## config.mk

```make
export PLATFORM = sky130hd
export DESIGN_NAME = lc3_reg_bank
export DESIGN_NICKNAME = d
export VERILOG_FILES = /design/src/rtl/lc3_reg_bank.sv
export SDC_FILE = /design/constraint.sdc
export NUM_CORES = 1
export LEC_CHECK = 0
export ABC_AREA = 1
export CAP_MARGIN = 20
export CORE_MARGIN = 5
export CORE_UTILIZATION = 40
export DETAILED_ROUTE_END_ITERATION = 7
export GPL_TIMING_DRIVEN = 1
export HOLD_SLACK_MARGIN = 0.08
export PLACE_DENSITY = 0.66
export SYNTH_ARGS = -nofsm -noshare
export SYNTH_HDL_FRONTEND = slang
export SYNTH_SLANG_ARGS = --single-unit
```

## constraint.sdc

```tcl
create_clock -name clk -period 4.95 [get_ports clk]
set_input_delay 0.99 -clock clk [delete_from_list [all_inputs] [get_ports clk]]
set_output_delay 0.99 -clock clk [all_outputs]
set_load 0.1 [all_outputs]
```

## src/rtl/lc3_reg_bank.sv

```systemverilog
`default_nettype none
`timescale 1ns/1ps
// ============================================================================
// Module   : lc3_reg_bank
// Purpose  : General-purpose register bank for the LC-3 datapath, with
//            condition-code (NZP) tracking. It holds DEPTH registers of SIZE
//            bits. It writes one destination register per clock and reads
//            two source registers combinationally.
// Revision : 1.0 - initial clocked register bank with NZP tracking
// ----------------------------------------------------------------------------
// Parameters
//   SIZE    data width of each register and of all data ports (default 16)
//   DEPTH   number of registers (default 8); AW = $clog2(DEPTH), minimum 1
// Ports
//   clk      in   1     clock, all state updates on the rising edge
//   rst_n    in   1     synchronous active-low reset
//   in       in   SIZE  write data (result bus)
//   dr       in   AW    destination register index
//   load     in   1     register write enable (LD.REG)
//   load_cc  in   1     condition-code update enable (LD.CC)
//   sr1      in   AW    source-1 register index
//   sr2      in   AW    source-2 register index
//   sr1_out  out  SIZE  contents of register sr1
//   sr2_out  out  SIZE  contents of register sr2
//   nzp      out  3     condition codes {N,Z,P}, one-hot after reset
// Build option
//   LC3_REG_BANK_FWD_EN  when defined, a write in progress is forwarded
//                        combinationally to a read port that names the same
//                        index. When undefined, a read port shows the stored
//                        contents until the edge commits the write.
// ============================================================================
module lc3_reg_bank #(
    parameter  int SIZE  = 16,
    parameter  int DEPTH = 8,
    localparam int AW    = (DEPTH > 1) ? $clog2(DEPTH) : 1
) (
    input  logic            clk,
    input  logic            rst_n,
    input  logic [SIZE-1:0] in,
    input  logic [AW-1:0]   dr,
    input  logic            load,
    input  logic            load_cc,
    input  logic [AW-1:0]   sr1,
    input  logic [AW-1:0]   sr2,
    output logic [SIZE-1:0] sr1_out,
    output logic [SIZE-1:0] sr2_out,
    output logic [2:0]      nzp
);

    // DEPTH expressed at the index width plus one bit. This allows an index
    // to be range-checked even when DEPTH is a power of two.
    localparam logic [AW:0] c_DEPTH   = (AW+1)'(DEPTH);

    localparam logic [2:0]  c_CC_NEG  = 3'b100;
    localparam logic [2:0]  c_CC_ZERO = 3'b010;
    localparam logic [2:0]  c_CC_POS  = 3'b001;

    logic [SIZE-1:0] r_regs [DEPTH];
    logic [2:0]      r_nzp;

    logic [DEPTH-1:0] w_we;
    logic [2:0]       w_cc_next;
    logic [SIZE-1:0]  w_sr1_raw;
    logic [SIZE-1:0]  w_sr2_raw;

    // ------------------------------------------------------------------------
    // Per-register write strobes. If dr is out of range, no strobe matches,
    // so the write is dropped and no register changes.
    // ------------------------------------------------------------------------
    generate
        for (genvar gi = 0; gi < DEPTH; gi++) begin : g_we
            assign w_we[gi] = load && (dr == AW'(gi));
        end
    endgenerate

    // ------------------------------------------------------------------------
    // Register storage. Reset has priority over any write in the same cycle.
    // ------------------------------------------------------------------------
    always_ff @(posedge clk) begin
        for (int i = 0; i < DEPTH; i++) begin
            if (!rst_n) begin
                r_regs[i] <= '0;
            end else if (w_we[i]) begin
                r_regs[i] <= in;
            end
        end
    end

    // ------------------------------------------------------------------------
    // Condition codes. The value on the bus is classified as a two's
    // complement number. This does not depend on load or dr, because the
    // condition codes follow the bus value, not the register file.
    // ------------------------------------------------------------------------
    always_comb begin
        w_cc_next = c_CC_POS;
        if (in == '0) begin
            w_cc_next = c_CC_ZERO;
        end else if (in[SIZE-1]) begin
            w_cc_next = c_CC_NEG;
        end
    end

    always_ff @(posedge clk) begin
        if (!rst_n) begin
            r_nzp <= c_CC_ZERO;
        end else if (load_cc) begin
            r_nzp <= w_cc_next;
        end
    end

    assign nzp = r_nzp;

    // ------------------------------------------------------------------------
    // Read muxes. Each read is a compare against every valid index. An index
    // at or above DEPTH matches nothing and returns zero. This also avoids
    // indexing the storage array outside its bounds.
    // ------------------------------------------------------------------------
    always_comb begin
        w_sr1_raw = '0;
        w_sr2_raw = '0;
        for (int i = 0; i < DEPTH; i++) begin
            if (sr1 == AW'(i)) begin
                w_sr1_raw = r_regs[i];
            end
            if (sr2 == AW'(i)) begin
                w_sr2_raw = r_regs[i];
            end
        end
    end

`ifdef LC3_REG_BANK_FWD_EN
    // Write-through bypass. This applies only to a write that will commit at
    // the next edge: reset is deasserted, load is set and dr is in range.
    logic w_wr_live;
    logic w_fwd1;
    logic w_fwd2;

    assign w_wr_live = rst_n && load && ({1'b0, dr} < c_DEPTH);
    assign w_fwd1    = w_wr_live && (sr1 == dr);
    assign w_fwd2    = w_wr_live && (sr2 == dr);

    assign sr1_out   = w_fwd1 ? in : w_sr1_raw;
    assign sr2_out   = w_fwd2 ? in : w_sr2_raw;
`else
    assign sr1_out   = w_sr1_raw;
    assign sr2_out   = w_sr2_raw;
`endif

endmodule
`default_nettype wire

```

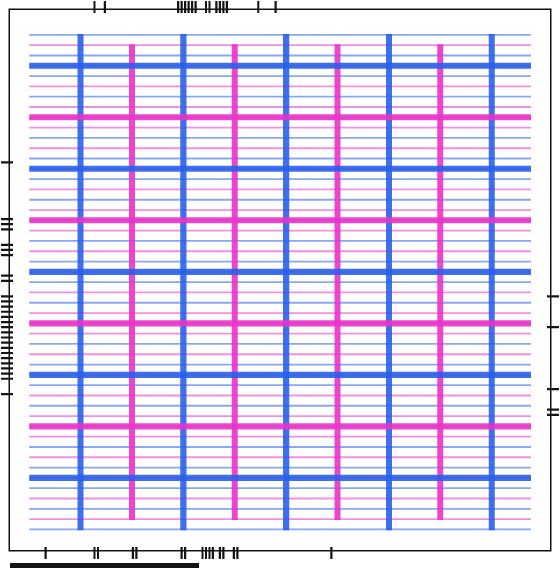
(run_1/power_grid.png)
Scale bar: 50 um. Pins as bars on the die edge.
[VSS] blue
[VDD] magenta
met1 rails: 49
met4 straps: 9
signal pins: 64

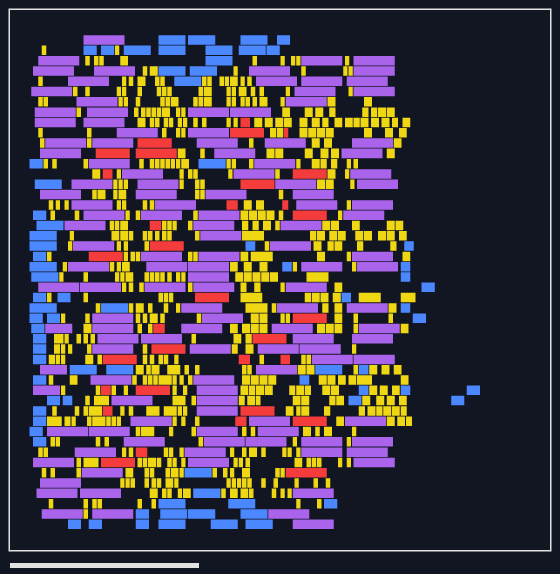
(run_1/placement_by_type.png)
Scale bar: 50 um.
[remaining buffers and delay cells] blue | cells: 76 | share of their area: 13%
[sequential cells] purple | cells: 131 | share of their area: 47%
[combinational and other logic] yellow | cells: 579 | share of their area: 34%
[clock drivers and dummy loads] red | cells: 32 | share of their area: 7.0%
sequential cell area share: 45.2%
Final Instance Area: 0.00864 mm^2
Core Region: 0.0173 mm^2
fin util: 50.0%

==> job_summary.md, run 1 <==
## Implementation flow summary

| Metric | Value |
|---|---|
| Status | complete, no violations |
| Core Rows | 48 |
| Setup violators final | 0 |
| Crit path DRT | 3960 ps |
| Yosys reg bits | 131 |
| WL final | 21.1 mm |
| Initial detailed-routing violation count | 731 |
| Number of max-cap violations | 0 |
| Netlist cell types | 22 |
| Synthesized Nets | 793 |
| Crit. End Element | output port |
| Synth top cell by count | nor2_1 |
| Worst path max stage delay | 730 ps |
| Flip-flops | 131 |
| Leakage power | 3.12 nW |
| Root buf cell | clkbuf_16 |
| Register area | 0.00390 mm^2 |
| Stages on the worst setup path | 7 |
| Worst-margin pin slew | 972 ps |
| RSZ-0062 raised after global routing | no |
| CTS tree | built |
| Number of enable flip-flop cells | 128 |
| Post-layout period usage of the worst path | 85.8% |
| Dpl hpwl | 13.8 mm |
| FP Util | 40.6% |
| Combinational gate count | 535 |
| # Cells Yosys | 764 |
| Clk pwr | 1.24 mW |
| Clock buf count | 18 |
| Critical R2R Launch | nzp[1] |
| Initial antenna violation count | 0 |
| Crit-path max FO | 17 |
| Commonest Layout Cell | nor2_1 |
| Post-Place Cell Area | 0.00804 mm^2 |
| Worst skew pair latency | 420 ps |
| Chip area | 0.0203 mm^2 |
| Routed met1 length | 8.90 mm |
| Worst Hold Class | reg -> reg |
| Top class by area | registers |
| Avg Cell Area, Syn | 9.20 um^2 |
| Worst Hold End | nzp[0] |
| Top Layer Used | met4 |
| Die Ht | 143 um |
| CP Class | in -> out |
| Multi-input combinational area share | 30.5% |
| Vias | 6162 |
| Pre-CTS setup slack | 775 ps |
| Share of post-route cells with drive strength above 1 | 13.2% |
| Final tally of max-slew violations | 0 |
| Hold_sp | nzp[0] |
| Worst path most repeated cell | nor2_1 |
| Yosys Warn Count | 0 |
| Layout clock area frac | 6.76% |
| Global route total overflow | 0 |
| Number of cells on the worst reg-to-reg path | 2 |
| Commonest cells in the netlist | nor2_1, nand4_1, edfxtp_1 |
| Hold_ws | 484 ps |
| Comb power | 0.749 mW |
| Gate power share | 22.5% |
| FMAX | 0.235 GHz |
| Clock Power Share | 37.4% |
| GPL Wtd Cong | 0.853 |
| Non-filler cells, final | 1043 |
| Mapped Area | 0.00703 mm^2 |
| Tap Count | 225 |
| # nets final | 834 |
| Hold Path Depth | 2 |
| Largest net degree at the start of global routing | 68 |
| VDD IR max | 0.000285 V |
| OpenROAD warnings | 26 |
| Clk sink count | 131 |
| Per-cell routed wire length | 20.2 um |
| Worst-path clk slew | 60 ps |
| CP delay by family, top | simple AND/OR/NAND/NOR gates |
| Post-synth top area share | 54.7% |
| Worst setup margin | 702 ps |
| Wire length of the first global-routing pass | 32.4 mm |
| Final hold violations | 0 |
| Critical Path AT | 3260 ps |
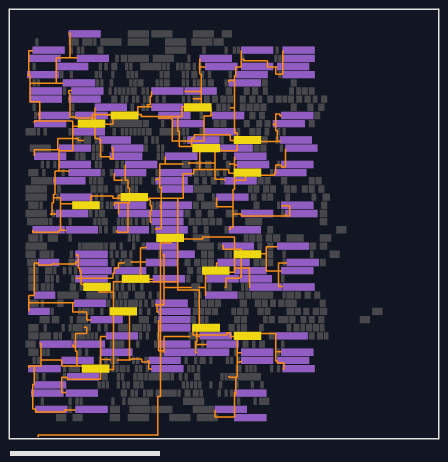
(run_1/clk_routes.png)
Scale bar: 50 um.
[clock wires] orange | length: 1630 um
[flip-flops] purple | count: 131
[clock drivers] yellow | count: 17
routed clock nets: 18

-- run 1: flip-flops by register name (all words and copies together), names as in the netlist --
name and flops:
nzp 3, r_regs 128
-- run 1: metal layers --
| metal | global-route usage, % | vias to the layer above |
|---|---|---|
| met1 | 29.8 | 2924 |
| met4 | 5.65 | 0 |
| met3 | 5.24 | 37 |
| li1 | - | 2826 |
| met2 | 31.6 | 375 |
| met5 | 0 | - |
-- run 1: cells by family (layout without fill, tap and decap cells) --
kind of cell | Yosys count | count (layout) | synth area share (%)
AND/OR/NAND/NOR | 531 | 531 | 37.2
AND-OR/OR-AND | 4 | 4 | 0.320
flip-flops | 131 | 131 | 55.5
buffers and inverters | 98 | 152 | 6.98
==> inputs of run 2 (changes only) <==
REMOVE_ABC_BUFFERS = 1   (was default)
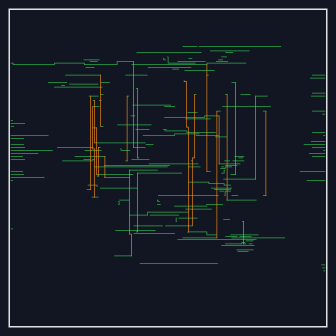
(run_2/wires.png)
Two of the layers only.
[metal 4] orange | wire length: 767 um
[metal 3] green | wire length: 1550 um

==> run 2 against run 1 <==
  * Maximum frequency decreased by 2.7%
  * Global-route usage increased by 0.34 points
  * Via count decreased by 0.93%
  * Cell area decreased by 0.28%
  * Highest routed layer unchanged
  * Die area unchanged
  * Clock power decreased by 4%
==> job_summary.md, run 2 <==
## Implementation flow summary

| Metric | Value |
|---|---|
| Status | complete, no violations |
| Top Layer Used | met4 |
| Final Instance Area | 0.00862 mm^2 |
| Largest net degree at the start of global routing | 40 |
| Critical R2R Launch | nzp[1] |
| VDD IR max | 0.000258 V |
| Pre-CTS setup slack | 673 ps |
| Stages on the worst setup path | 6 |
| Number of cells on the worst reg-to-reg path | 2 |
| Final tally of max-slew violations | 0 |
| FP Util | 40.6% |
| Root buf cell | clkbuf_16 |
| Most flop-heavy register | r_regs |
| Vias | 6105 |
| Clk sink count | 131 |
| # nets final | 837 |
| WL met2 | 10.5 mm |
| Die width | 143 um |
| Fin util | 49.8% |
| GPL Wtd Cong | 0.860 |
| Main synth FF type | edfxtp_1 |
| Netlist cell types | 22 |
| Crit-path max FO | 26 |
| Avg Cell Area, Syn | 9.20 um^2 |
| Worst-margin pin slew | 975 ps |
| Core Rows | 48 |
| Yosys Warn Count | 0 |
| CTS Hold Bufs | 0 |
| GR peak layer | met2 |
| Critical Path AT | 3380 ps |
| Commonest cells in the netlist | nor2_1, nand4_1, edfxtp_1 |
| Routed met1 length | 8.56 mm |
| Global route total overflow | 0 |
| Die Ht | 143 um |
| Worst Hold Class | reg -> reg |
| Core Region | 0.0173 mm^2 |
| Leakage power | 3.12 nW |
| Yosys reg bits | 131 |
| Worst skew pair latency | 420 ps |
| Worst-path clk slew | 50 ps |
| Post-Place Cell Area | 0.00807 mm^2 |
| WL final | 21.3 mm |
| Per-cell routed wire length | 20.4 um |
| Initial antenna violation count | 0 |
| Non-filler cells, final | 1045 |
| # Cells Yosys | 764 |
| Setup violators final | 0 |
| Post-synth top area share | 54.7% |
| OpenROAD warnings | 25 |
| Wire length of the first global-routing pass | 32.7 mm |
| Register share after synthesis | 55.5% |
| FMAX | 0.229 GHz |
| Worst Hold End | nzp[0] |
| Number of enable flip-flop cells | 128 |
| Met3 GRT Util | 4.37% |
| Number of max-cap violations | 0 |
| CTS tree | built |
| Chip area | 0.0203 mm^2 |
| RSZ-0062 raised after global routing | no |
| Crit path DRT | 3960 ps |
| Share of post-route cells with drive strength above 1 | 12.9% |
| Synth top cell by count | nor2_1 |
| M1 GR Usage | 26.7% |
| Mapped Area | 0.00703 mm^2 |
| CP Class | in -> out |
| Worst path max stage delay | 780 ps |
| Hold_sp | nzp[0] |
| Hold Path Depth | 2 |
| Worst setup margin | 583 ps |
| Grt met2 use | 35.0% |
[run 2: report_power, final]
group	internal, mW	leakage [nW]	switching (mW)
logic	0.218	1.59	0.529
registers	1.30	1.26	0.0406
clock network	0.731	0.261	0.463
[run 2: final cells by class]
type / count / area, um^2
multi-input cells: 535 / 2640
clock inverters: 11 / 114
inverters: 44 / 175
flip-flops and latches: 131 / 3900
fillers: 1565 / 8680
well taps: 225 / 282
repair buffers: 79 / 1070
clock buffers: 20 / 437
[run 2: cell families (layout without fill, tap and decap cells)]
| group | count (synthesis) | after routing | synth area share, % |
|---|---|---|---|
| flip-flops | 131 | 131 | 55.5 |
| buffers and inverters | 98 | 154 | 6.98 |
| AND/OR/NAND/NOR | 531 | 531 | 37.2 |
| AND-OR/OR-AND | 4 | 4 | 0.320 |
==> run_2/power_grid.png <==
Scale bar: 50 um. Pins as bars on the die edge.
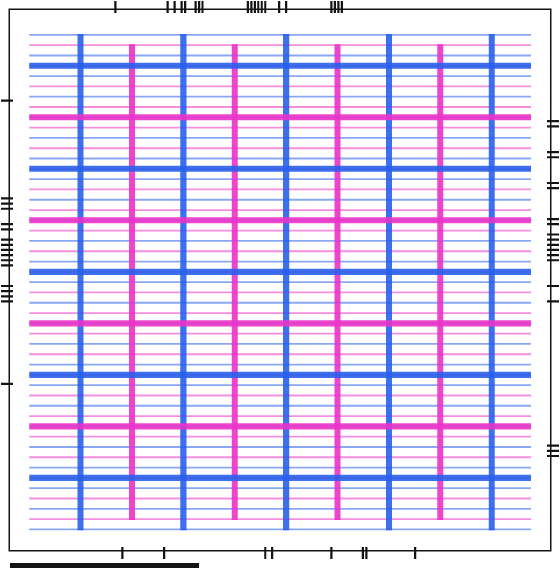

==> inputs of run 3 (changes only) <==
--- a/config.mk
+++ b/config.mk
@@ -11,2 +11,3 @@
 export CORE_UTILIZATION = 40
+export CTS_CLUSTER_DIAMETER = 30
 export DETAILED_ROUTE_END_ITERATION = 7
@@ -15,3 +16,2 @@
 export PLACE_DENSITY = 0.66
-export REMOVE_ABC_BUFFERS = 1
 export SYNTH_ARGS = -nofsm -noshare
==> constraint.sdc (replaced) <==
create_clock -name clk -period 4.95 [get_ports clk]
set_input_delay 0.7425 -clock clk [delete_from_list [all_inputs] [get_ports clk]]
set_output_delay 0.7425 -clock clk [all_outputs]
set_load 0.1 [all_outputs]
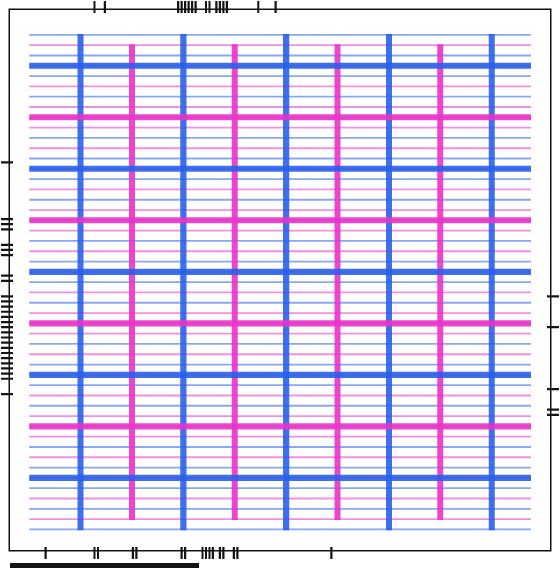
(run_3/power_grid.png)
Scale bar: 50 um. Pins as bars on the die edge.
Die Ht: 143 um
die width: 143 um
VDD IR max: 0.000316 V

==> run 3 against run 2 <==
  * Critical path depth did not move
  * First-iteration DRC count rose by 5.4%
  * Hold slack worse by 2.7 ps
  * Synthesized cell count unchanged
  * Via count is essentially flat
  * Sequential share of layout area down 0.18 points
  * Cell area grew 0.39%
  * Cell count decreased by 0.48%
  * Sequential power barely moved
  * Flip-flop count unchanged
==> job_summary.md, run 3 <==
## Implementation flow summary

| Metric | Value |
|---|---|
| Mapped Area | 0.00703 mm^2 |
| Vias | 6108 |
| Top Layer Used | met4 |
| Worst skew pair latency | 420 ps |
| Commonest Layout Cell | nor2_1 |
| Flip-flops | 131 |
| Commonest cells in the netlist | nor2_1, nand4_1, edfxtp_1 |
| Clk pwr | 1.32 mW |
| Root buf cell | clkbuf_16 |
| Non-filler cells, final | 1040 |
| Comb power | 0.750 mW |
| Tap Count | 225 |
| Switch share | 30.9% |
| Worst path max stage delay | 900 ps |
| Grt met2 use | 31.9% |
| Largest net degree at the start of global routing | 68 |
| Switch Pwr | 1.05 mW |
| Register share after synthesis | 55.5% |
| Post-synth top area share | 54.7% |
| Final hold violations | 0 |
| Core Region | 0.0173 mm^2 |
| Clock Power Share | 38.7% |
| Worst setup margin | 971 ps |
| Seq group | 1.34 mW |
| Met3 GRT Util | 4.23% |
| Synthesized Nets | 793 |
| Avg Cell Area, Syn | 9.20 um^2 |
| Number of enable flip-flop cells | 128 |
| Share of post-route cells with drive strength above 1 | 12.9% |
| Yosys Warn Count | 0 |
| CP Class | in -> out |
| Gate Area | 0.00264 mm^2 |
| Post-layout period usage of the worst path | 80.4% |
| Inverters | 44 |
| Dpl hpwl | 14.0 mm |
| GR peak layer | met2 |
| Combinational gate count | 535 |
| Crit path DRT | 4210 ps |
| Status | complete, no violations |
| Core Rows | 48 |
| Pre-CTS setup slack | 1090 ps |
| Gate power share | 22.0% |
| Worst-path clk slew | 60 ps |
| Register area | 0.00390 mm^2 |
| Routed met1 length | 9.25 mm |
| Number of max-cap violations | 0 |
| Initial antenna violation count | 0 |
| CTS Hold Bufs | 0 |
| Clk sink count | 131 |
| Most flop-heavy register | r_regs |
| Fin util | 50.0% |
| Yosys reg bits | 131 |
| Worst-margin pin slew | 975 ps |
| Initial detailed-routing violation count | 759 |
| # Cells Yosys | 764 |
| Leakage power | 3.12 nW |
| Hold_ws | 471 ps |
| Final tally of max-slew violations | 0 |
| Chip area | 0.0203 mm^2 |
| Top Consumer | registers |
| OpenROAD warnings | 26 |
| Crit. End Element | output port |
| Multi-input combinational area share | 30.5% |
| Filler Cell Count | 1573 |
| Netlist cell types | 22 |
| Non-Clock Buffer Count | 73 |
| WL final | 21.4 mm |
| Seq pwr share | 39.2% |
| M1 GR Usage | 30.0% |
| Pint | 2.35 mW |
==> run 3: logic make-up after synthesis <==
kind of cell    count (synthesis)  share of synthesized area [%]
flops                         131                           55.5
simple gates                  531                           37.2
buf+inv                        98                           6.98
compound gates                  4                          0.320
==> run 3: worst max-delay path, delay by kind of cell <==
| family | cells | cell delay [ps] |
|---|---|---|
| and+or+nand+nor | 3 | 1110 |
| buffers and inverters | 3 | 1350 |
==> run 3: path summary, 6_finish.rpt <==
check	cells past startpoint	startpoint	slack, ps	endpoint
worst min-delay path	2	nzp[1]	470	nzp[1]
worst max register to register	2	nzp[1]	4310	nzp[1]
worst max-delay path	6	sr1[0]	970	sr1_out[14]
worst min register to register	2	nzp[1]	470	nzp[1]
Power figures rest on the tool's default switching activity, not on a simulated workload.
